==> src/rtl/regfile_writeback_pkg.sv <==
// -----------------------------------------------------------------------------
// regfile_writeback_pkg
// Shared definitions for the RV32 register-file writeback stage:
//   - register address and data widths
//   - load funct3 encodings
//   - the writeback entry type {rd, data} held in the load-result FIFO
//   - load_extend(): byte/half/word selection and sign/zero extension
// -----------------------------------------------------------------------------
package regfile_writeback_pkg;

   localparam int REG_ADDR_W = 5;
   localparam int XLEN       = 32;

   localparam logic [2:0] F3_LB  = 3'b000;
   localparam logic [2:0] F3_LH  = 3'b001;
   localparam logic [2:0] F3_LW  = 3'b010;
   localparam logic [2:0] F3_LBU = 3'b100;
   localparam logic [2:0] F3_LHU = 3'b101;

   typedef struct packed {
      logic [REG_ADDR_W-1:0] rd;
      logic [XLEN-1:0]       data;
   } wb_entry_t;

   // Extracts the addressed byte/half from an aligned word and extends it.
   // Unknown funct3 codes fall back to a full-word load.
   function automatic logic [XLEN-1:0] load_extend(
      input logic [2:0]      funct3,
      input logic [1:0]      addr_lo,
      input logic [XLEN-1:0] word
   );
      logic [7:0]      byte_v;
      logic [15:0]     half_v;
      logic [XLEN-1:0] res_v;
      byte_v = word[{addr_lo, 3'b000} +: 8];
      half_v = addr_lo[1] ? word[31:16] : word[15:0];
      case (funct3)
         F3_LB:   res_v = {{24{byte_v[7]}}, byte_v};
         F3_LH:   res_v = {{16{half_v[15]}}, half_v};
         F3_LBU:  res_v = {24'h000000, byte_v};
         F3_LHU:  res_v = {16'h0000, half_v};
         F3_LW:   res_v = word;
         default: res_v = word;
      endcase
      return res_v;
   endfunction

endpackage

==> src/rtl/regfile_writeback_wb_fifo.sv <==
// -----------------------------------------------------------------------------
// wb_fifo
// Synchronous FIFO of writeback entries used to buffer extended load results.
// DEPTH must be a power of two (>= 2) so pointers wrap naturally.
// Ports:
//   clk, rstn         clock, synchronous active-low reset (empties the FIFO)
//   push, push_data   enqueue request and entry (ignored when full)
//   pop, pop_data     dequeue request (ignored when empty) and head entry
//   count             occupancy, $clog2(DEPTH)+1 bits
//   full, empty       occupancy flags derived from the registered count
// -----------------------------------------------------------------------------
module wb_fifo
   import regfile_writeback_pkg::*;
#(
   parameter int DEPTH = 2
) (
   input  logic                     clk,
   input  logic                     rstn,
   input  logic                     push,
   input  wb_entry_t                push_data,
   input  logic                     pop,
   output wb_entry_t                pop_data,
   output logic [$clog2(DEPTH):0]   count,
   output logic                     full,
   output logic                     empty
);

   localparam int PTR_W = $clog2(DEPTH);
   localparam int CNT_W = PTR_W + 1;

   wb_entry_t              mem_q [DEPTH];
   wb_entry_t              mem_d [DEPTH];
   logic [PTR_W-1:0]       wr_ptr_q, wr_ptr_d;
   logic [PTR_W-1:0]       rd_ptr_q, rd_ptr_d;
   logic [CNT_W-1:0]       count_q, count_d;
   logic                   push_ok_s;
   logic                   pop_ok_s;

   assign full     = (count_q == CNT_W'(DEPTH));
   assign empty    = (count_q == {CNT_W{1'b0}});
   assign count    = count_q;
   assign pop_data = mem_q[rd_ptr_q];

   // Next-state for pointers, occupancy and storage.
   always_comb begin
      push_ok_s = push && !full;
      pop_ok_s  = pop && !empty;
      wr_ptr_d  = wr_ptr_q;
      rd_ptr_d  = rd_ptr_q;
      count_d   = count_q;
      for (int i = 0; i < DEPTH; i++) begin
         mem_d[i] = mem_q[i];
      end
      if (push_ok_s) begin
         mem_d[wr_ptr_q] = push_data;
         wr_ptr_d        = wr_ptr_q + PTR_W'(1);
      end else begin
         wr_ptr_d = wr_ptr_q;
      end
      if (pop_ok_s) begin
         rd_ptr_d = rd_ptr_q + PTR_W'(1);
      end else begin
         rd_ptr_d = rd_ptr_q;
      end
      case ({push_ok_s, pop_ok_s})
         2'b10:   count_d = count_q + CNT_W'(1);
         2'b01:   count_d = count_q - CNT_W'(1);
         default: count_d = count_q;
      endcase
   end

   // Pointer and occupancy registers; reset discards all contents.
   always_ff @(posedge clk) begin
      if (!rstn) begin
         wr_ptr_q <= {PTR_W{1'b0}};
         rd_ptr_q <= {PTR_W{1'b0}};
         count_q  <= {CNT_W{1'b0}};
      end else begin
         wr_ptr_q <= wr_ptr_d;
         rd_ptr_q <= rd_ptr_d;
         count_q  <= count_d;
      end
   end

   // Entry storage; contents are only meaningful below count, so no reset.
   always_ff @(posedge clk) begin
      for (int i = 0; i < DEPTH; i++) begin
         mem_q[i] <= mem_d[i];
      end
   end

endmodule

==> src/rtl/regfile_writeback.sv <==
// -----------------------------------------------------------------------------
// regfile_writeback
// RV32 writeback stage: merges ALU results and extended load results onto the
// single register-file write port. ALU results have priority; a starvation
// counter stalls the ALU after STARVE_MAX consecutive losses by a non-empty
// load FIFO. Writes to x0 complete their handshake and are dropped.
//
// Build option: define REGFILE_WB_BYPASS_EN to build the decode bypass
// (rsN_fwd_valid/rsN_fwd_data). Without it those outputs are tied to 0.
//
// Ports:
//   clk, rstn                       clock, synchronous active-low reset
//   alu_valid/alu_ready/alu_rd/alu_data              ALU result handshake
//   lsu_valid/lsu_ready/lsu_rd/lsu_funct3/
//   lsu_addr_lo/lsu_data                             load result handshake
//   we, rd_addr, rd_din             registered register-file write port
//   rs1_addr, rs2_addr              decode read addresses (bypass lookup)
//   rs1_fwd_valid/data, rs2_fwd_valid/data           bypass hit and value
//   lsu_pending                     load FIFO non-empty
// -----------------------------------------------------------------------------
module regfile_writeback
   import regfile_writeback_pkg::*;
#(
   parameter int LSU_DEPTH  = 2,
   parameter int STARVE_MAX = 4
) (
   input  logic        clk,
   input  logic        rstn,
   input  logic        alu_valid,
   output logic        alu_ready,
   input  logic [4:0]  alu_rd,
   input  logic [31:0] alu_data,
   input  logic        lsu_valid,
   output logic        lsu_ready,
   input  logic [4:0]  lsu_rd,
   input  logic [2:0]  lsu_funct3,
   input  logic [1:0]  lsu_addr_lo,
   input  logic [31:0] lsu_data,
   output logic        we,
   output logic [4:0]  rd_addr,
   output logic [31:0] rd_din,
   input  logic [4:0]  rs1_addr,
   input  logic [4:0]  rs2_addr,
   output logic        rs1_fwd_valid,
   output logic [31:0] rs1_fwd_data,
   output logic        rs2_fwd_valid,
   output logic [31:0] rs2_fwd_data,
   output logic        lsu_pending
);

   localparam int CNT_W = $clog2(LSU_DEPTH) + 1;

   logic                  we_q, we_d;
   logic [REG_ADDR_W-1:0] rd_addr_q, rd_addr_d;
   logic [XLEN-1:0]       rd_din_q, rd_din_d;
   logic [3:0]            starve_q, starve_d;

   logic                  alu_ready_s;
   logic                  lsu_ready_s;
   logic                  alu_fire_s;
   logic                  alu_win_s;
   logic                  lsu_fire_s;
   logic                  push_s;
   logic                  pop_s;
   wb_entry_t             push_entry_s;
   wb_entry_t             head_entry_s;
   logic [CNT_W-1:0]      fifo_count_s;
   logic                  fifo_full_s;
   logic                  fifo_empty_s;
   logic                  unused_s;

   // Readiness depends only on registered state, never on same-cycle pops.
   assign alu_ready_s = (starve_q != 4'(STARVE_MAX));
   assign lsu_ready_s = (fifo_count_s < CNT_W'(LSU_DEPTH));
   assign alu_ready   = alu_ready_s;
   assign lsu_ready   = lsu_ready_s;
   assign lsu_pending = !fifo_empty_s;

   assign we      = we_q;
   assign rd_addr = rd_addr_q;
   assign rd_din  = rd_din_q;

   // Handshake decode, x0 filtering and the ALU-first arbitration decision.
   always_comb begin
      alu_fire_s = alu_valid && alu_ready_s;
      alu_win_s  = alu_fire_s && (alu_rd != 5'd0);
      lsu_fire_s = lsu_valid && lsu_ready_s;
      push_s     = lsu_fire_s && (lsu_rd != 5'd0);
      // An x0 ALU transfer does not occupy the port, so the FIFO may use it.
      pop_s      = !alu_win_s && !fifo_empty_s;
   end

   // Load extension happens before enqueue so the FIFO holds final values.
   always_comb begin
      push_entry_s.rd   = lsu_rd;
      push_entry_s.data = load_extend(lsu_funct3, lsu_addr_lo, lsu_data);
   end

   wb_fifo #(
      .DEPTH (LSU_DEPTH)
   ) u_wb_fifo (
      .clk       (clk),
      .rstn      (rstn),
      .push      (push_s),
      .push_data (push_entry_s),
      .pop       (pop_s),
      .pop_data  (head_entry_s),
      .count     (fifo_count_s),
      .full      (fifo_full_s),
      .empty     (fifo_empty_s)
   );

   // Write-port next state; address and data hold while no write occurs.
   always_comb begin
      we_d      = 1'b0;
      rd_addr_d = rd_addr_q;
      rd_din_d  = rd_din_q;
      if (alu_win_s) begin
         we_d      = 1'b1;
         rd_addr_d = alu_rd;
         rd_din_d  = alu_data;
      end else if (pop_s) begin
         we_d      = 1'b1;
         rd_addr_d = head_entry_s.rd;
         rd_din_d  = head_entry_s.data;
      end else begin
         we_d      = 1'b0;
      end
   end

   // Starvation counter: counts ALU wins over a waiting FIFO entry.
   always_comb begin
      if (fifo_empty_s || pop_s) begin
         starve_d = 4'd0;
      end else if (alu_win_s) begin
         starve_d = starve_q + 4'd1;
      end else begin
         starve_d = starve_q;
      end
   end

   // Output and starvation registers.
   always_ff @(posedge clk) begin
      if (!rstn) begin
         we_q      <= 1'b0;
         rd_addr_q <= 5'd0;
         rd_din_q  <= 32'h0000_0000;
         starve_q  <= 4'd0;
      end else begin
         we_q      <= we_d;
         rd_addr_q <= rd_addr_d;
         rd_din_q  <= rd_din_d;
         starve_q  <= starve_d;
      end
   end

`ifdef REGFILE_WB_BYPASS_EN
   // Bypass compares decode addresses against the write being presented.
   always_comb begin
      rs1_fwd_valid = we_q && (rd_addr_q == rs1_addr) && (rs1_addr != 5'd0);
      rs2_fwd_valid = we_q && (rd_addr_q == rs2_addr) && (rs2_addr != 5'd0);
      rs1_fwd_data  = rd_din_q;
      rs2_fwd_data  = rd_din_q;
   end

   assign unused_s = fifo_full_s;
`else
   // Bypass not built: forwarding outputs are constant zero.
   always_comb begin
      rs1_fwd_valid = 1'b0;
      rs2_fwd_valid = 1'b0;
      rs1_fwd_data  = 32'h0000_0000;
      rs2_fwd_data  = 32'h0000_0000;
   end

   assign unused_s = fifo_full_s ^ (^rs1_addr) ^ (^rs2_addr);
`endif

endmodule

==> config.mk <==
export PLATFORM = sky130hd
export DESIGN_NAME = regfile_writeback
export DESIGN_NICKNAME = d
export VERILOG_FILES = /design/src/rtl/regfile_writeback_pkg.sv /design/src/rtl/regfile_writeback_wb_fifo.sv /design/src/rtl/regfile_writeback.sv
export SDC_FILE = /design/constraint.sdc
export NUM_CORES = 1
export LEC_CHECK = 0
export CAP_MARGIN = 0
export CORE_ASPECT_RATIO = 1.4
export CORE_MARGIN = 2
export CORE_UTILIZATION = 39
export CTS_BUF_LIST = sky130_fd_sc_hd__clkbuf_4 sky130_fd_sc_hd__clkbuf_8
export DETAILED_ROUTE_END_ITERATION = 7
export GPL_TIMING_DRIVEN = 0
export PLACE_DENSITY_LB_ADDON = 0.08
export RECOVER_POWER = 100
export SYNTH_ARGS = -nofsm -noshare
export SYNTH_HDL_FRONTEND = slang
export SYNTH_SLANG_ARGS = --single-unit
==> constraint.sdc <==
create_clock -name clk -period 4.2 [get_ports clk]
set_input_delay 0.63 -clock clk [delete_from_list [all_inputs] [get_ports clk]]
set_output_delay 0.63 -clock clk [all_outputs]
set_load 0.01 [all_outputs]
Figure 1. Gate families picked out.
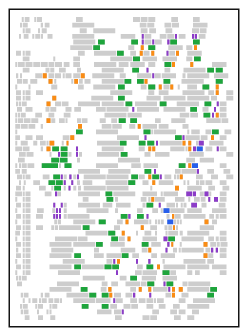
[NAND gates] purple | cells: 64 | where: all over the die
[multiplexers] green | cells: 81 | where: all over the die
[NOR gates] orange | cells: 58 | where: all over the die
[XOR/XNOR gates] blue | cells: 4 | where: east

Figure 2. Cells by drive strength.
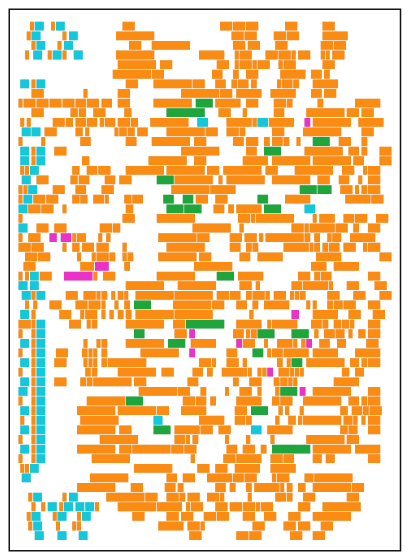
[_0 and _1 cells] orange | cells: 664 | most used: mux2i_1
[_2 cells] magenta | cells: 12 | most used: buf_2
[_6 and larger] green | cells: 27 | most used: clkbuf_8
[_3 and _4 cells] cyan | cells: 71 | most used: buf_4

Figure 3. M2 wires.
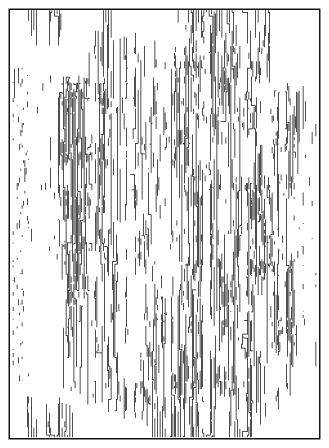
main direction: vertical
share of all routed wire: 52%
nets with wire on the layer: 700

==> flow_summary.ini <==
; generated from flow reports
[outcome]
status = finished with violations
violations = capacitance limit, slew limit

[cells_and_area]
logic_gates = 381
logic_area_um2 = 2520
regMostFlops = u_wb_fifo.mem_q
fin_cells = 970
nFillCells = 1494
seq_share = 0.382
largest_reg_flops = 74
clkCellAreaFrac = 0.0512

[clock_network]
clk_pin_slew_ns = 0.08
clock-root-buffer = clkbuf_8
cts_buffers = 17
insertion_delay_ns = 0.43

[final_timing]
worstMarginPinSlew_ns = 1.91
hold_viol = 0
period_needed_ns = 3.46
rsz0062_at_grt = false
slew_violations = 71
clock_skew_ns = 0.0123
fin_tns_setup_ns = 0

[synthesis]
ys_sh_adder = 0.00608
yosysTopAreaCell = edfxtp_1
xor_area_frac = 0.00568
mux_area_frac = 0.134

[floorplanning]
fp_util = 0.397

[run]
maxCapViolCount = 2

[grt]
grt_pass1_vias = 4745

[detailed_routing]
first_pass_iters = 5
wl_per_cell_um = 16.8
wl_um = 16300

[power]
powerSeq_mw = 1.63
internal-power_mw = 2.82
power.group.top = registers
p_sw_mw = 1.43

[setup_path]
cp_max_fo = 32
crit_path_end_kind = register
startpoint = lsu_rd[0]
required_ns = 4.21

[worst_hold_path]
hold-path-endpoint = u_wb_fifo.wr_ptr_q
==> how the worst max path moves through the flow <==
stage / endpoint
after floorplan: u_wb_fifo.mem_q[0][0]
after global placement: u_wb_fifo.mem_q[0][13]
after detailed placement: u_wb_fifo.count[1]
after CTS: lsu_pending
after global routing: u_wb_fifo.mem_q[0][7]
final: u_wb_fifo.mem_q[0][11]
==> critical path, stage by stage <==
cell and delay, ns:
dlygate4sd3_1 0.59, or4_1 0.14, o21a_1 0.17, inv_1 0.09
nor2_1 0.41, clkbuf_1 1.42
==> routing by layer <==
layer  track usage  vias to the layer above  part of all wire
met2         0.339                      162              0.52
met4        0.0929                        0             0.026
met1         0.225                     2203              0.40
li1              -                     2320                 -
met5             0                        -                 0
met3        0.0392                       18             0.049
